`config.mk`:
```
export PLATFORM = sky130hd
export DESIGN_NAME = nfu2_tile_sequencer
export DESIGN_NICKNAME = d
export VERILOG_FILES = /design/src/rtl/nfu_pkg.sv /design/src/rtl/nfu2_tile_counter.sv /design/src/rtl/nfu2_tile_sequencer.sv
export SDC_FILE = /design/constraint.sdc
export NUM_CORES = 1
export LEC_CHECK = 0
export CAP_MARGIN = 30
export CORE_MARGIN = 3
export CORE_UTILIZATION = 35
export CTS_CLUSTER_DIAMETER = 200
export DETAILED_ROUTE_END_ITERATION = 16
export PLACE_DENSITY = 0.57
export SLEW_MARGIN = 20
export SYNTH_ARGS = -nofsm -noshare
export SYNTH_HDL_FRONTEND = slang
export SYNTH_SLANG_ARGS = --single-unit
```
`constraint.sdc`:
```
create_clock -name clk -period 2.5 [get_ports clk]
set_input_delay 0.25 -clock clk [delete_from_list [all_inputs] [get_ports clk]]
set_output_delay 0.25 -clock clk [all_outputs]
set_load 0.05 [all_outputs]
```
`src/rtl/nfu_pkg.sv`:
```
// Shared definitions for the NFU-2 tile sequencer: FSM state codes, tree op
// codes, partial-sum source codes and a saturating increment helper.
package nfu_pkg;

    // Sequencer FSM states
    localparam logic [1:0] ST_IDLE  = 2'd0;
    localparam logic [1:0] ST_RUN   = 2'd1;
    localparam logic [1:0] ST_DRAIN = 2'd2;

    // Tree operation select
    localparam logic OP_SUM = 1'b0;
    localparam logic OP_MAX = 1'b1;

    // NFU-2 partial-sum source select
    localparam logic [1:0] PSUM_ZERO  = 2'd0;
    localparam logic [1:0] PSUM_NBOUT = 2'd1;
    localparam logic [1:0] PSUM_FWD   = 2'd2;

    // Width of the optional performance counters
    localparam int PERF_W = 32;

    // Increment that holds at all-ones instead of wrapping
    function automatic logic [PERF_W-1:0] sat_inc(input logic [PERF_W-1:0] v);
        return (&v) ? v : v + 1'b1;
    endfunction

endpackage

```
`src/rtl/nfu2_tile_counter.sv`:
```
// Nested input-tile / output-tile counter. ii runs 0..ni; when it wraps, oi
// advances. Both return to 0 after the final (oi==no, ii==ni) step so the
// read address rests at 0 between commands.
module nfu2_tile_counter
    import nfu_pkg::*;
#(
    parameter int TILE_W = 8
)
(
    input  logic              clk,
    input  logic              rst,
    input  logic              i_clear,
    input  logic              i_step,
    input  logic [TILE_W-1:0] i_ni,
    input  logic [TILE_W-1:0] i_no,
    output logic [TILE_W-1:0] o_ii,
    output logic [TILE_W-1:0] o_oi,
    output logic              o_ii_last,
    output logic              o_all_last
);

    logic [TILE_W-1:0] r_ii;
    logic [TILE_W-1:0] r_oi;
    logic              w_ii_last;
    logic              w_oi_last;

    assign w_ii_last  = (r_ii == i_ni);
    assign w_oi_last  = (r_oi == i_no);
    assign o_ii       = r_ii;
    assign o_oi       = r_oi;
    assign o_ii_last  = w_ii_last;
    assign o_all_last = w_ii_last && w_oi_last;

    // Advance ii on every step, carrying into oi when ii reaches ni
    always_ff @(posedge clk) begin
        if (rst || i_clear) begin
            r_ii <= '0;
            r_oi <= '0;
        end else if (i_step) begin
            if (w_ii_last) begin
                r_ii <= '0;
                r_oi <= w_oi_last ? '0 : r_oi + 1'b1;
            end else begin
                r_ii <= r_ii + 1'b1;
            end
        end
    end

endmodule

```
`src/rtl/nfu2_tile_sequencer.sv`:
```
// NFU-2 tile sequencer: walks (output tile, input tile) pairs one NFU-1 beat
// at a time, drives NBout read/write and the NFU-2 partial-sum source, and
// forwards the previous stage-2 result on back-to-back beats of one tile.
// Optional build macro: NFU2_SEQ_PERF_EN adds o_perf_busy / o_perf_stall.
module nfu2_tile_sequencer
    import nfu_pkg::*;
#(
    parameter int N      = 16,
    parameter int N_OPS  = 1,
    parameter int TILE_W = 8,
    parameter int ADDR_W = 8
)
(
    input  logic              clk,
    input  logic              rst,
    input  logic              i_cmd_valid,
    output logic              o_cmd_ready,
    input  logic [TILE_W-1:0] i_cmd_ni,
    input  logic [TILE_W-1:0] i_cmd_no,
    input  logic [N_OPS-1:0]  i_cmd_op,
    input  logic              i_beat_valid,
    output logic              o_beat_ready,
    output logic [N_OPS-1:0]  o_op,
    output logic              o_nbout_rd_en,
    output logic [ADDR_W-1:0] o_nbout_rd_addr,
    output logic [1:0]        o_psum_sel,
    output logic              o_nbout_wr_en,
    output logic [ADDR_W-1:0] o_nbout_wr_addr,
    output logic              o_last,
`ifdef NFU2_SEQ_PERF_EN
    output logic [31:0]       o_perf_busy,
    output logic [31:0]       o_perf_stall,
`endif
    output logic              o_done
);

    // The datapath word must fit the 32-bit performance counter path
    if (N < 1 || N > PERF_W) begin : g_bad_width
        $error("nfu2_tile_sequencer: N must be in 1..32");
    end

    logic [1:0]        r_state;
    logic [TILE_W-1:0] r_ni;
    logic [TILE_W-1:0] r_no;
    logic [N_OPS-1:0]  r_op;
    logic              r_done;

    logic              r_s2_vld;
    logic              r_s2_last;
    logic [TILE_W-1:0] r_s2_oi;
    logic [1:0]        r_s2_psel;

    logic              w_cmd_acc;
    logic              w_beat_rdy;
    logic              w_beat_acc;
    logic [TILE_W-1:0] w_ii;
    logic [TILE_W-1:0] w_oi;
    logic              w_ii_last;
    logic              w_all_last;
    logic              w_fwd_hit;
    logic [1:0]        w_psel;

    assign w_cmd_acc  = (r_state == ST_IDLE) && i_cmd_valid;
    assign w_beat_rdy = (r_state == ST_RUN) && !rst;
    assign w_beat_acc = w_beat_rdy && i_beat_valid;

    // A beat of the same output tile sitting in stage 2 right now means the
    // tree result is not yet in NBout: take it from the forward path instead.
    assign w_fwd_hit  = r_s2_vld && (r_s2_oi == w_oi);
    assign w_psel     = (w_ii == '0) ? PSUM_ZERO :
                        (w_fwd_hit   ? PSUM_FWD : PSUM_NBOUT);

    nfu2_tile_counter #(
        .TILE_W     (TILE_W)
    ) u_cnt (
        .clk        (clk),
        .rst        (rst),
        .i_clear    (w_cmd_acc),
        .i_step     (w_beat_acc),
        .i_ni       (r_ni),
        .i_no       (r_no),
        .o_ii       (w_ii),
        .o_oi       (w_oi),
        .o_ii_last  (w_ii_last),
        .o_all_last (w_all_last)
    );

    // Command FSM: IDLE -> RUN on accept, RUN -> DRAIN after the final beat,
    // DRAIN lets the last stage-2 write retire and raises done next cycle
    always_ff @(posedge clk) begin
        if (rst) begin
            r_state <= ST_IDLE;
            r_op    <= '0;
            r_done  <= 1'b0;
        end else begin
            r_done <= 1'b0;
            case (r_state)
                ST_IDLE: begin
                    if (i_cmd_valid) begin
                        r_state <= ST_RUN;
                        r_op    <= i_cmd_op;
                    end
                end
                ST_RUN: begin
                    if (w_beat_acc && w_all_last) begin
                        r_state <= ST_DRAIN;
                    end
                end
                ST_DRAIN: begin
                    r_state <= ST_IDLE;
                    r_done  <= 1'b1;
                end
                default: r_state <= ST_IDLE;
            endcase
        end
    end

    // Tile limits are held for the whole command
    always_ff @(posedge clk) begin
        if (w_cmd_acc) begin
            r_ni <= i_cmd_ni;
            r_no <= i_cmd_no;
        end
    end

    // Stage-2 valid: set by every accepted beat, cleared by reset
    always_ff @(posedge clk) begin
        if (rst) begin
            r_s2_vld <= 1'b0;
        end else begin
            r_s2_vld <= w_beat_acc;
        end
    end

    // Stage-2 beat attributes captured at stage 1
    always_ff @(posedge clk) begin
        if (w_beat_acc) begin
            r_s2_oi   <= w_oi;
            r_s2_last <= w_ii_last;
            r_s2_psel <= w_psel;
        end
    end

    assign o_cmd_ready     = (r_state == ST_IDLE);
    assign o_beat_ready    = w_beat_rdy;
    assign o_op            = r_op;
    assign o_nbout_rd_en   = w_beat_acc && (w_ii != '0) && !w_fwd_hit;
    assign o_nbout_rd_addr = ADDR_W'(w_oi);
    // A write still in stage 2 when reset arrives is suppressed
    assign o_nbout_wr_en   = r_s2_vld && !rst;
    assign o_nbout_wr_addr = r_s2_vld ? ADDR_W'(r_s2_oi) : '0;
    assign o_last          = r_s2_vld && r_s2_last && !rst;
    assign o_psum_sel      = r_s2_vld ? r_s2_psel : PSUM_ZERO;
    assign o_done          = r_done;

`ifdef NFU2_SEQ_PERF_EN
    logic [PERF_W-1:0] r_perf_busy;
    logic [PERF_W-1:0] r_perf_stall;

    // Busy counts RUN/DRAIN cycles, stall counts RUN cycles without a beat
    always_ff @(posedge clk) begin
        if (rst || w_cmd_acc) begin
            r_perf_busy  <= '0;
            r_perf_stall <= '0;
        end else begin
            if (r_state == ST_RUN || r_state == ST_DRAIN) begin
                r_perf_busy <= sat_inc(r_perf_busy);
            end
            if (r_state == ST_RUN && !i_beat_valid) begin
                r_perf_stall <= sat_inc(r_perf_stall);
            end
        end
    end

    assign o_perf_busy  = r_perf_busy;
    assign o_perf_stall = r_perf_stall;
`endif

endmodule

```
Run 1, clock nets:
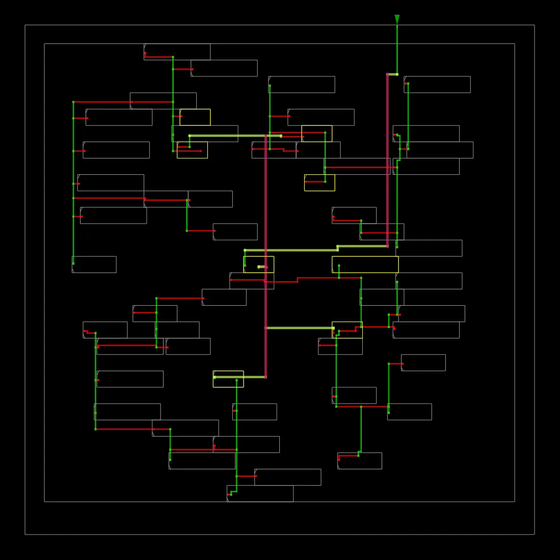
count of clock tree sinks: 48
Seq Cell Count: 48
clock skew: 2.72 ps

Run 1, clock distribution:
Bar = 20 microns.
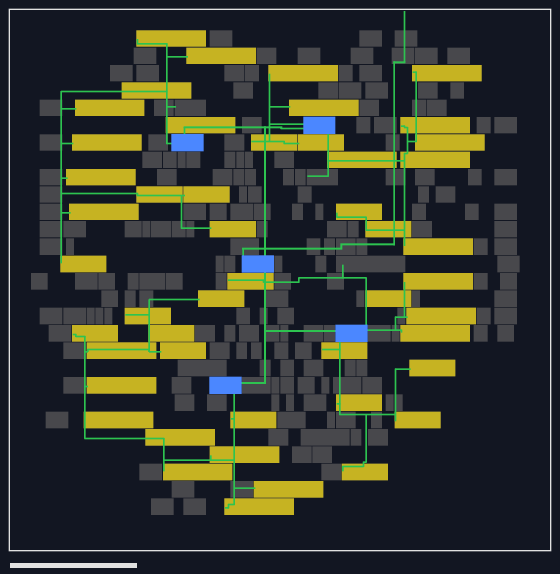
[flip-flops] yellow | count: 48
[cells driving clock nets] blue | count: 5
[clock wires] green | length: 566 microns
flops lie	all over the die
power share of the clock group: 36.7%
Clock net power: 600 uW
latest clock arrival within the worst-skew pair: 300 ps

==> impl_summary.log, run 1 <==
[flow] summary of implementation run
INFO  metric pin_count_of_the_biggest_net_entering_global_routing = 15
INFO  metric cts-htree-levels = 2
INFO  metric ant_nets = 0
INFO  metric detailed_place_hpwl = between 3000 and 4000 microns
INFO  metric synth_cell_type_count = 35
INFO  metric endpoints_failing_hold = 0
INFO  metric synth-seq-cells = 48
INFO  metric finalSetupTns = 0 ps
INFO  metric globalRouteOverflowTotal = 0
INFO  metric final_max_slew_viol_count = 0
INFO  metric cp.required = roughly 2300 ps
INFO  metric final_cell_area = 0.00285 sq mm
INFO  metric number_of_openroad_warnings = 27
INFO  metric dpl.cell_count = 306
INFO  metric chipWidth = between 80 and 90 microns
INFO  metric dpl_cell_area = 0.00272 sq mm
INFO  metric gp_congestion = 0.824
INFO  metric worstHoldPathType = reg -> reg
INFO  metric ys_chip_area = approximately 0.0022 sq mm
INFO  metric final.hold.worst_slack = 486 ps
INFO  metric worst_ir_drop_vdd = 0.242 mV
INFO  metric antenna_found_initial = 0
INFO  metric cts_hold_repair.buffers = 0
INFO  metric max_fanout_on_critical_path = 5
INFO  metric clk_transition_reported_paths = 80 ps
INFO  metric ratio_of_total_power_to_cell_area = 573 mW/mm^2
INFO  metric max-clock-path-buffers = 2
INFO  metric fp_util = 36.4%
INFO  metric core_area = 0.00596 sq mm
INFO  metric final_core_utilization = 47.9%
INFO  metric maxClockFrequency = 0.432 GHz
INFO  metric postSynthSeqShare = a little under three fifths
INFO  metric drtIter0Drc = 87
INFO  metric ctsRootBufferMaster = sky130_fd_sc_hd__clkbuf_8
INFO  metric worst_slew_pin_slew = 504 ps
INFO  metric synth.yosys.num_cells = 187
INFO  metric outcome = completed
INFO  metric cap_viol_max_count = 0
INFO  metric worst_setup_path_end_kind = output port
INFO  metric instances_no_fill = 314
INFO  metric post-route-drc-count = 0
INFO  metric floorplan.nets = 211
INFO  metric slack_of_the_worst_reg_to_reg_path = approximately 550 ps
INFO  metric final_layout_top_logic_cell = sky130_fd_sc_hd__clkdlybuf4s50_1
INFO  metric final_critical_path_setup_slack = 188 ps
INFO  metric timing.setup.critical_path_class = reg -> out
INFO  metric power_leakage = 1.05 nW
INFO  metric final_min_period_over_clock_period = 92.5%
INFO  metric timing.final.crit_period = roughly 2300 ps
INFO  metric most-common-layout-cells = sky130_fd_sc_hd__clkdlybuf4s50_1, sky130_fd_sc_hd__xor2_1, sky130_fd_sc_hd__edfxtp_1
INFO  metric num_rows = 28
INFO  metric critical_path_arrival = 2060 ps
INFO  metric layout-drive-gt1-share = approximately 11%
INFO  metric synthesis.area = 0.00217 sq mm
INFO  metric drt-vias-per-instance = 4.81
INFO  metric drt_first_pass_iters = 4
INFO  metric final_nets = between 200 and 300
INFO  metric cts-buffers-inserted = 5
INFO  metric tritoncts = built
INFO  metric first_global_vias = roughly 1.4k
INFO  metric placement_setup_slack = 297 ps
INFO  metric slew-limit-headroom = about two thirds
INFO  metric cts-resized-gates = 0
INFO  metric syn-instance-count = 187
INFO  metric setup-violations-final = 0
INFO  metric synth-warning-count = 0
INFO  metric antenna_cells = 0
INFO  metric grt_setup_unrepaired = no
INFO  metric postCtsSetupRepairBufs = 0
INFO  metric finalPower = 1.63 mW
INFO  metric dieHeight = 84.7 microns
INFO  metric syn_avg_cell_area = around 12 sq um
INFO  metric area_delta_synth_final = 31.4%
INFO  metric grt_first_pass_wirelength = 7160 microns
INFO  metric cp-start-kind = register
INFO  metric chipArea = roughly 0.007 sq mm
Run 1, signal wires by layer:
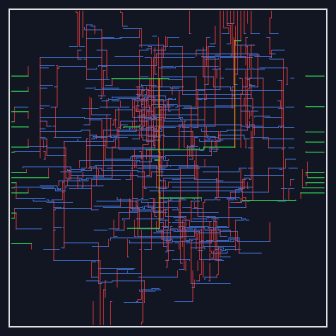
layer	color	wire length
met1	blue	2130 microns
met4	orange	68.7 microns
met3	green	181 microns
met2	red	1820 microns
via count: 1509
routed wirelength normalized by instance count: 13.4 microns
Routed WL: 4200 microns
global-route usage over all layers: 12.6%

Run 1, nets reached from selected ports:
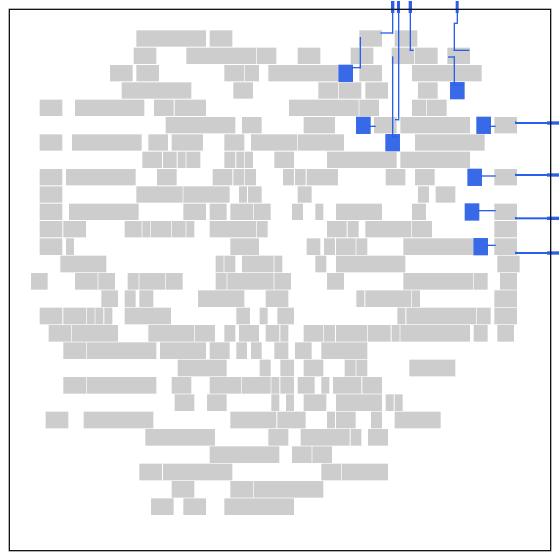
port	color	bits	direction	end cells	buffers	wire
o_nbout_wr_addr	blue	8	output	8	8	92.7 microns
IO Port Bufs: 45
I/O pins: 46

==> run 1: Yosys cell counts, drive strengths merged <==
| master | n | area share, % |
|---|---|---|
| xor2 | 29 | 12 |
| o2bb2ai | 2 | 0.81 |
| a32o | 2 | 0.92 |
| dfxtp | 21 | 19 |
| nand2 | 10 | 1.7 |
| and3 | 3 | 0.92 |
| mux2i | 1 | 0.46 |
| nor3b | 4 | 1.4 |
| nor2 | 10 | 1.7 |
| nand2b | 1 | 0.29 |
| o21ai | 4 | 1.1 |
| nor3 | 15 | 3.5 |
| inv | 6 | 1.0 |
| buf | 2 | 0.69 |
| edfxtp | 27 | 37 |
| a21oi | 5 | 1.3 |
| clkbuf | 4 | 0.69 |
| nand4 | 5 | 1.4 |
| ha | 3 | 1.7 |
| nand3 | 5 | 1.4 |
| nor4 | 6 | 3.1 |
| nor2b | 1 | 0.29 |
| and2 | 14 | 4.1 |
| xnor2 | 4 | 1.6 |
| or4b | 1 | 0.46 |
| or3 | 1 | 0.29 |
| nand4bb | 1 | 0.52 |
==> run 1: cell type report <==
type                            instances  area (sq um)
Multi-Input combinational cell        127           896
Timing Repair Buffer                   50           480
Sequential cell                        48          1230
Clock buffer                            7          96.3
Tap cell                               75          93.8
Clock inverter                          1          30.0
Fill cell                             577          3110
Inverter                                6          22.5
==> run 1: final timing paths <==
check | start | to | cells after the start
worst max-delay path | u_cnt.o_ii[0] | o_nbout_rd_en | 6
worst min-delay path | r_state[0] | o_done | 1
worst max register to register | u_cnt.o_ii[3] | u_cnt.o_oi[2] | 5
worst min register to register | r_state[0] | o_done | 1
==> run 1: layer usage <==
metal	global-route usage (%)	wire [microns]	vias to the layer above
met1	18.3	2130	704
met4	5.04	68	0
met2	17.9	1820	36
met5	0	0	-
met3	2.85	181	6
li1	-	-	763
==> run 1: sequential cells by signal, indices dropped and copies added (netlist names) <==
signal and count:
r_s2_last 1, o_done 1, r_s2_vld 1, u_cnt.o_ii 8, r_s2_oi 8, r_no 8
u_cnt.o_oi 8, r_s2_psel 2, o_op 1, r_state 2, r_ni 8
==> run 1: worst max-delay path, cell delays in order, from the launching register on <==
cell and delay (ps):
sky130_fd_sc_hd__dfxtp_1 370, sky130_fd_sc_hd__inv_1 80, sky130_fd_sc_hd__ha_1 130, sky130_fd_sc_hd__or4b_2 600, sky130_fd_sc_hd__nor4_2 310, sky130_fd_sc_hd__nor3_2 80
sky130_fd_sc_hd__buf_4 200
==> run 1: power by group <==
part	total, mW	leakage [nW]	switching [mW]	internal [mW]
Sequential	0.878	0.418	0.0149	0.864
Combinational	0.155	0.567	0.0873	0.0676
Clock	0.600	0.0645	0.247	0.353
==> run 1: cells by family after synthesis <==
family          synth area share (%)
mux                            0.462
flops                           56.8
simple gates                    21.1
buf+inv                         2.42
fa+ha+maj                       1.73
xor+xnor                        13.3
compound gates                  4.15
Run 1, gate families picked out:
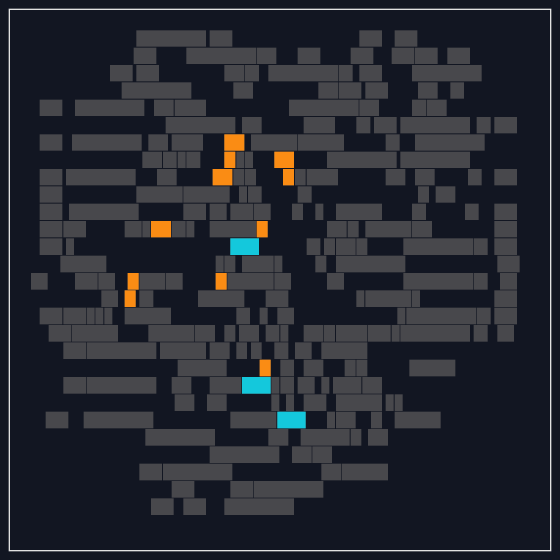

==> run 2, diff against run 1 <==
==> constraint.sdc (replaced) <==
create_clock -name clk -period 2.92 [get_ports clk]
set_input_delay 0.292 -clock clk [delete_from_list [all_inputs] [get_ports clk]]
set_output_delay 0.292 -clock clk [all_outputs]
set_load 0.05 [all_outputs]
Run 2, gate families picked out:
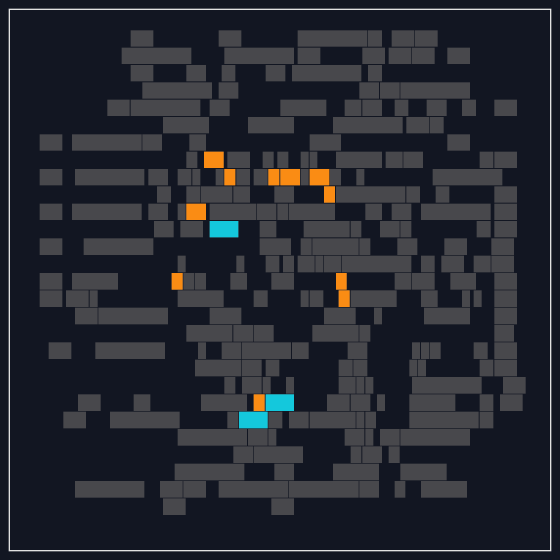
family	color	cells	most used
adder and majority cells	cyan	3	ha_1
inverting AOI/OAI gates	orange	11	a21oi_1
number of standard cells in the layout, taps in and fillers out: 318
highest-count logic cell in the final layout: sky130_fd_sc_hd__clkdlybuf4s50_1

==> impl_summary.log, run 2 <==
[flow] summary of implementation run
INFO  metric comb_area = 885 sq um (-1.3%)
INFO  metric switching_share = 23.5% (+2.2 points)
INFO  metric cts-htree-levels = 2 (unchanged)
INFO  metric layout-drive-gt1-share = 9.88% (-1.4 points)
INFO  metric power.net_switching = 297 uW (-15%)
INFO  metric ctsRootBufferMaster = sky130_fd_sc_hd__clkbuf_8
INFO  metric slowest_stage = sky130_fd_sc_hd__or4b_2
INFO  metric critical_path_arrival = 2350 ps (+290 ps)
INFO  metric cts-buffers-inserted = 5 (unchanged)
INFO  metric cap_viol_max_count = 0 (unchanged)
INFO  metric ff_latch_area = 0.00123 sq mm (unchanged)
INFO  metric first_global_vias = 1442 (+3.0%)
INFO  metric cp-start-kind = register
INFO  metric dpl_cell_area = 0.00275 sq mm (+1.2%)
INFO  metric post_synth_edffs = 27 (unchanged)
INFO  metric yosys_most_used_dff = sky130_fd_sc_hd__edfxtp_1
INFO  metric fp_util = 36.4% (unchanged)
INFO  metric ratio_of_total_power_to_cell_area = 446 mW/mm^2 (-22%)
INFO  metric syn_avg_cell_area = 11.6 sq um (unchanged)
INFO  metric worstHoldPathType = reg -> reg
INFO  metric final_core_utilization = 47.5% (-0.34 points)
INFO  metric cp.required = 2630 ps (+380 ps)
INFO  metric synth.yosys.num_cells = 187 (unchanged)
INFO  metric synth-seq-cells = 48 (unchanged)
INFO  metric placement_setup_slack = 290 ps (-6.96 ps)
INFO  metric route.detailed.wl_per_inst = 13.9 microns (+4.1%)
INFO  metric global_route_usage_over_all_layers = 13.3% (+0.75 points)
INFO  metric yosysTopAreaCellShare = 37.4% (unchanged)
INFO  metric drt-vias-per-instance = 4.76 (-0.93%)
INFO  metric postSynthSeqShare = 56.8% (unchanged)
INFO  metric timing.setup.critical_path_class = reg -> out
INFO  metric worst_skew_pair.late_latency = 300 ps (about the same)
INFO  metric totalWireLength = 4430 microns (+5.5%)
INFO  metric post-route-drc-count = 0 (unchanged)
INFO  metric drtIter0Drc = 92 (+5.7%)
INFO  metric slew-limit-headroom = 52.0% (-14 points)
INFO  metric max-clock-path-buffers = 2 (unchanged)
INFO  metric numPortBuffers = 45 (unchanged)
INFO  metric maxClockFrequency = 0.379 GHz
INFO  metric final_max_slew_viol_count = 0 (unchanged)
INFO  metric final_nets = 266 (+1.5%)
INFO  metric clk_transition_reported_paths = 80 ps (about the same)
INFO  metric chipWidth = 84.7 microns (unchanged)
INFO  metric antenna_cells = 0 (unchanged)
INFO  metric grt_first_pass_wirelength = 7530 microns (+5.2%)
INFO  metric crit-reg2reg-launch = u_cnt.o_ii[0]
INFO  metric synth_async_sr_flop_share = 0% (unchanged)
INFO  metric final_cell_area = 0.00283 sq mm (-0.70%)
INFO  metric ioPinCount = 46 (unchanged)
INFO  metric final.hold.worst_slack = 485 ps (-1.24 ps)
INFO  metric endpoints_failing_hold = 0 (unchanged)
INFO  metric netlist_top_cells_count = sky130_fd_sc_hd__xor2_1, sky130_fd_sc_hd__edfxtp_1, sky130_fd_sc_hd__dfxtp_1, sky130_fd_sc_hd__nor3_1, sky130_fd_sc_hd__and2_1
INFO  metric finalSetupTns = 0 ps (unchanged)
INFO  metric core_area = 0.00596 sq mm (unchanged)
INFO  metric worst_slew_pin_slew = 720 ps (+216 ps)
INFO  metric floorplan.nets = 211 (unchanged)
INFO  metric outcome = completed
INFO  metric number_of_openroad_warnings = 27 (unchanged)
INFO  metric area_delta_synth_final = 30.5%
INFO  metric power_leakage = 1.05 nW (-0.23%)
INFO  metric final.fill_count = 568 (-1.6%)
INFO  metric gp_congestion = 0.793 (-3.7%)
INFO  metric globalRouteOverflowTotal = 0 (unchanged)
INFO  metric synthesis.area = 0.00217 sq mm (unchanged)
INFO  metric slack_of_the_worst_reg_to_reg_path = 1050 ps (+500 ps)
INFO  metric share_clk_of_total_power = 29.8% (-6.9 points)
INFO  metric ys_chip_area = 0.00217 sq mm (unchanged)
Run 2, nets reached from selected ports:
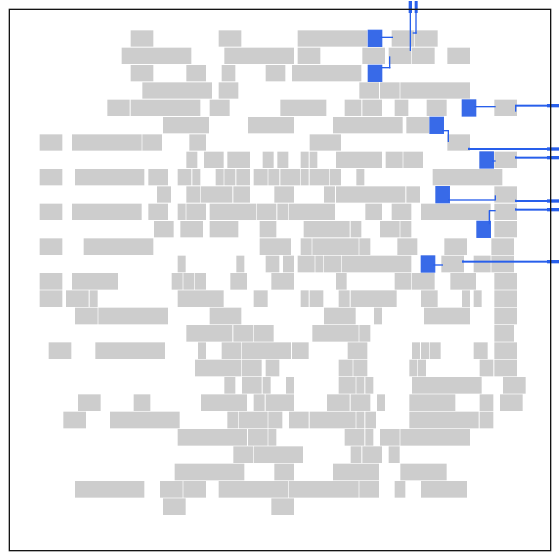
port	color	bits	direction	end cells	buffers	wire
o_nbout_wr_addr	blue	8	output	8	8	79.8 microns

run 2: worst max-delay path: cells and delay by family, from the launching register on:
kind	cells	cell delay [ps]
adder cells (fa/ha/maj)	1	130
AND/OR/NAND/NOR	3	1050
buffers and inverters	2	510
flip-flops	1	370
run 2: repair_timing:
item,in CTS,in global routing
hold buffers,0,0
resized,1,0
endpoints found under the setup margin,1,0
setup buffers,0,0
run 2: worst min-delay path by stage:
stage,startpoint,endpoint,cells after the start
6_report,r_state[0],o_done,1
2_1_floorplan,rst,o_op,1
5_1_grt,r_state[0],o_done,1
3_3_place_gp,r_state[0],o_done,1
3_5_place_dp,r_state[0],o_done,1
4_1_cts,r_state[0],o_done,1
run 2: power groups by stage:
| stage | Combinational (mW) | Sequential (mW) | Clock, mW |
|---|---|---|---|
| floorplan | 0.0741 | 0.768 | 0 |
| global placement | 0.134 | 0.769 | 0 |
| detailed placement | 0.134 | 0.769 | 0 |
| CTS | 0.135 | 0.753 | 0.386 |
| global route | 0.143 | 0.756 | 0.414 |
| finish | 0.133 | 0.752 | 0.376 |
run 2: layout make-up:
class / count / area share, %
Inverter: 6 / 0.796
Tap cell: 75 / 3.32
Clock buffer: 7 / 2.70
Timing Repair Buffer: 54 / 18.3
Clock inverter: 1 / 0.177
Multi-Input combinational cell: 127 / 31.3
Sequential cell: 48 / 43.5
run 2: per-layer routing:
layer | GRT usage, % | part of all wire [%] | vias to the layer above
met3 | 2.94 | 6.5 | 6
met5 | 0 | 0 | -
met1 | 19.3 | 49 | 685
met2 | 19.5 | 43 | 52
li1 | - | - | 771
met4 | 4.75 | 1.5 | 0
run 2: logic make-up after synthesis:
kind of cell / count (synthesis) / synth area share (%)
AND/OR/NAND/NOR: 77 / 21.1
buffers and inverters: 12 / 2.42
AND-OR/OR-AND: 13 / 4.15
flip-flops: 48 / 56.8
multiplexers: 1 / 0.462
adder cells (fa/ha/maj): 3 / 1.73
XOR/XNOR: 33 / 13.3
run 2: stage by stage:
step / total power, mW / instances
after global routing: 1.31 / 318
after global placement: 0.903 / 310
after CTS: 1.27 / 318
after floorplan: 0.842 / 187
after detailed placement: 0.903 / 310
final: 1.26 / 318
Run 2, clock nets:
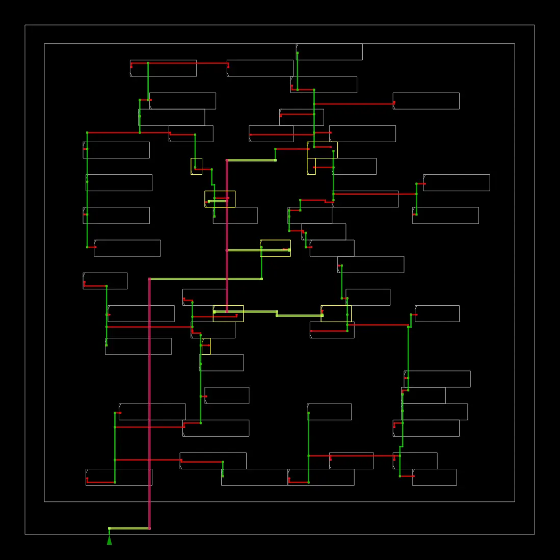

==> run 3, diff against run 2 <==
--- a/config.mk
+++ b/config.mk
@@ -7,10 +7,10 @@
 export LEC_CHECK = 0
 export CAP_MARGIN = 30
 export CORE_MARGIN = 3
-export CORE_UTILIZATION = 35
+export CORE_UTILIZATION = 40
 export CTS_CLUSTER_DIAMETER = 200
 export DETAILED_ROUTE_END_ITERATION = 16
-export PLACE_DENSITY = 0.57
+export PLACE_DENSITY = 0.64
 export SLEW_MARGIN = 20
 export SYNTH_ARGS = -nofsm -noshare
 export SYNTH_HDL_FRONTEND = slang
Run 3, clock nets:
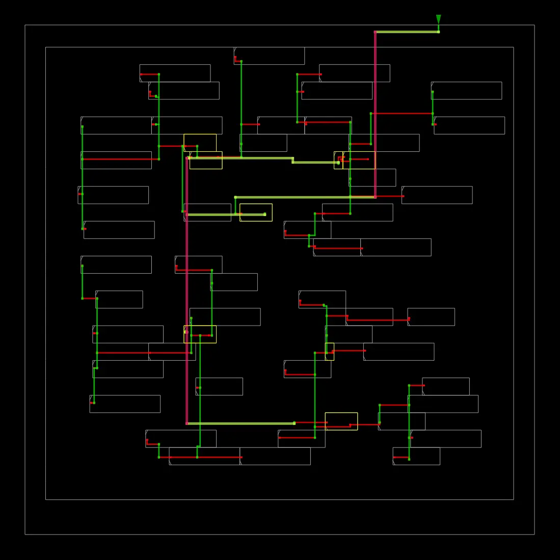
number of CTS-inserted buffers: 5
clock skew: 4.69 ps
# clk buffers: 8

==> impl_summary.log, run 3 <==
[flow] summary of implementation run
INFO  metric ys_chip_area = 0.00217 sq mm (unchanged)
INFO  metric synth_async_sr_flop_share = 0% (unchanged)
INFO  metric ioPinCount = 46 (unchanged)
INFO  metric final.fill_count = 465 (-18%)
INFO  metric postSynthSeqShare = 56.8% (unchanged)
INFO  metric route.detailed.wl_per_inst = 13.8 microns (-0.65%)
INFO  metric final_layout_top_logic_cell = sky130_fd_sc_hd__clkdlybuf4s50_1
INFO  metric yosys_most_used_dff = sky130_fd_sc_hd__edfxtp_1
INFO  metric synthesis.area = 0.00217 sq mm (unchanged)
INFO  metric worstHoldPathType = reg -> reg
INFO  metric layout-drive-gt1-share = 9.88% (unchanged)
INFO  metric first_global_vias = 1453 (+0.76%)
INFO  metric synth-seq-cells = 48 (unchanged)
INFO  metric aoi_share = 4.15% (unchanged)
INFO  metric final_cell_area = 0.00283 sq mm (about the same)
INFO  metric dpl.cell_count = 305 (-1.6%)
INFO  metric critical_path_arrival = 2350 ps (about the same)
INFO  metric final.hold.worst_slack = 473 ps (-11.8 ps)
INFO  metric fp_util = 41.9% (+5.5 points)
INFO  metric worst_skew_pair.late_latency = 300 ps (about the same)
INFO  metric cts-resized-gates = 1 (unchanged)
INFO  metric ratio_of_total_power_to_cell_area = 453 mW/mm^2 (+1.5%)
INFO  metric global_route_usage_over_all_layers = 15.0% (+1.7 points)
INFO  metric synth-xor-area-share = 13.3% (unchanged)
INFO  metric final_max_slew_viol_count = 0 (unchanged)
INFO  metric gp_congestion = 0.735 (-7.4%)
INFO  metric core_area = 0.00517 sq mm (-13%)
INFO  metric drtIter0Drc = 115 (+25%)
INFO  metric max-clock-path-buffers = 2 (unchanged)
INFO  metric ctsRootBufferMaster = sky130_fd_sc_hd__clkbuf_8
INFO  metric drt-vias-per-instance = 4.88 (+2.5%)
INFO  metric maxClockFrequency = 0.378 GHz (-0.26%)
INFO  metric antenna_cells = 0 (unchanged)
INFO  metric outcome = completed
INFO  metric syn_avg_cell_area = 11.6 sq um (unchanged)
INFO  metric cp.required = 2630 ps (about the same)
INFO  metric placement_setup_slack = 316 ps (+25.9 ps)
INFO  metric netlist_top_cells_count = sky130_fd_sc_hd__xor2_1, sky130_fd_sc_hd__edfxtp_1, sky130_fd_sc_hd__dfxtp_1, sky130_fd_sc_hd__nor3_1, sky130_fd_sc_hd__and2_1
INFO  metric endpoints_failing_hold = 0 (unchanged)
INFO  metric cp-start-kind = register
INFO  metric number_of_openroad_warnings = 27 (unchanged)
INFO  metric postCtsSetupRepairBufs = 0 (unchanged)
INFO  metric timing.setup.critical_path_class = reg -> out
INFO  metric totalWireLength = 4330 microns (-2.2%)
INFO  metric instances_no_fill = 313 (-1.6%)
INFO  metric grt_first_pass_wirelength = 7160 microns (-5.0%)
INFO  metric topCombFamilyByArea = simple AND/OR/NAND/NOR gates
INFO  metric worst_slew_pin_slew = 637 ps (-83.5 ps)
INFO  metric final_core_utilization = 54.8% (+7.2 points)
INFO  metric post_synth_mux_area_share = 0.462% (unchanged)
INFO  metric final_nets = 266 (unchanged)
INFO  metric dpl_cell_area = 0.00274 sq mm (-0.23%)
INFO  metric area_delta_synth_final = 30.6% (about the same)
INFO  metric clk_transition_reported_paths = 80 ps (about the same)
INFO  metric drt_first_pass_iters = 4
INFO  metric post-route-drc-count = 0 (unchanged)
INFO  metric cts-htree-levels = 2 (unchanged)
INFO  metric slew-limit-headroom = 57.6% (+5.6 points)
INFO  metric power_leakage = 1.05 nW (+0.31%)
INFO  metric simple_gate_area_share = 21.1% (unchanged)
INFO  metric chipWidth = 79.6 microns (-6.0%)
INFO  metric yosysTopAreaCellShare = 37.4% (unchanged)
INFO  metric cts_hold_repair.buffers = 0 (unchanged)
INFO  metric finalSetupTns = 0 ps (unchanged)
INFO  metric floorplan.nets = 211 (unchanged)
INFO  metric adder_share = 1.73% (unchanged)
Run 3, nets reached from selected ports:
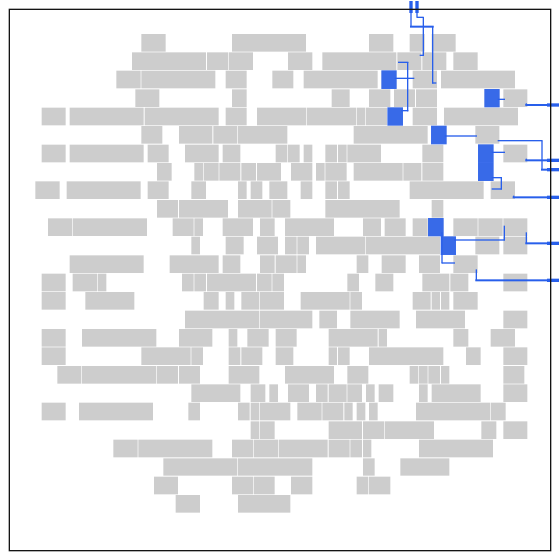
port	color	bits	direction	end cells	buffers	wire
o_nbout_wr_addr	blue	8	output	8	8	101 microns

run 3: cell counts after synthesis:
Identical to the previous run, type by type.
run 3: final timing paths:
| check | from | to | slack, ps | depth (start not counted) |
|---|---|---|---|---|
| setup reg to reg | u_cnt.o_ii[0] | r_s2_psel[0] | 1050 | 5 |
| hold / removal | r_state[0] | o_done | 470 | 1 |
| hold reg to reg | r_state[0] | o_done | 470 | 1 |
| setup / recovery | u_cnt.o_ii[0] | o_nbout_rd_en | 270 | 6 |
run 3: per-layer routing:
| layer | part of all wire (%) | GRT usage [%] | vias up |
|---|---|---|---|
| met5 | 0 | 0 | - |
| met2 | 43 | 22.2 | 54 |
| met4 | 2.0 | 5.84 | 0 |
| met3 | 5.9 | 4.40 | 8 |
| li1 | - | - | 771 |
| met1 | 49 | 20.6 | 694 |
run 3: where the power goes:
part	leakage (nW)	internal, mW	total, mW	switching (mW)
Combinational	0.586	0.0570	0.132	0.0754
Clock	0.0455	0.193	0.398	0.205
Sequential	0.418	0.739	0.752	0.0128
run 3: layout make-up:
cell class	count	area [sq um]	area share, %
sequential	48	1230	43.5
multi-input combinational	127	885	31.2
timing repair buffer	54	517	18.2
clock buffer	8	90.1	3.18
tap	70	87.6	3.09
inverter	6	22.5	0.795
run 3: logic make-up (layout without fill, tap and decap cells):
kind of cell | Yosys count | count (layout)
and+or+nand+nor | 77 | 77
DFF | 48 | 48
xor gates and xnor gates | 33 | 33
AOI/OAI and AO/OA | 13 | 13
buffers and inverters | 12 | 68
adders and majority gates | 3 | 3
muxes | 1 | 1
run 3: critical path, cell delays in order, from the launching register on:
cell and delay (ps):
sky130_fd_sc_hd__dfxtp_1 370, sky130_fd_sc_hd__inv_1 80, sky130_fd_sc_hd__ha_1 130, sky130_fd_sc_hd__or4b_2 590, sky130_fd_sc_hd__nor4_1 370, sky130_fd_sc_hd__nor3_1 90, sky130_fd_sc_hd__dlygate4sd2_1 440
Power is estimated from default activity; no workload was simulated.
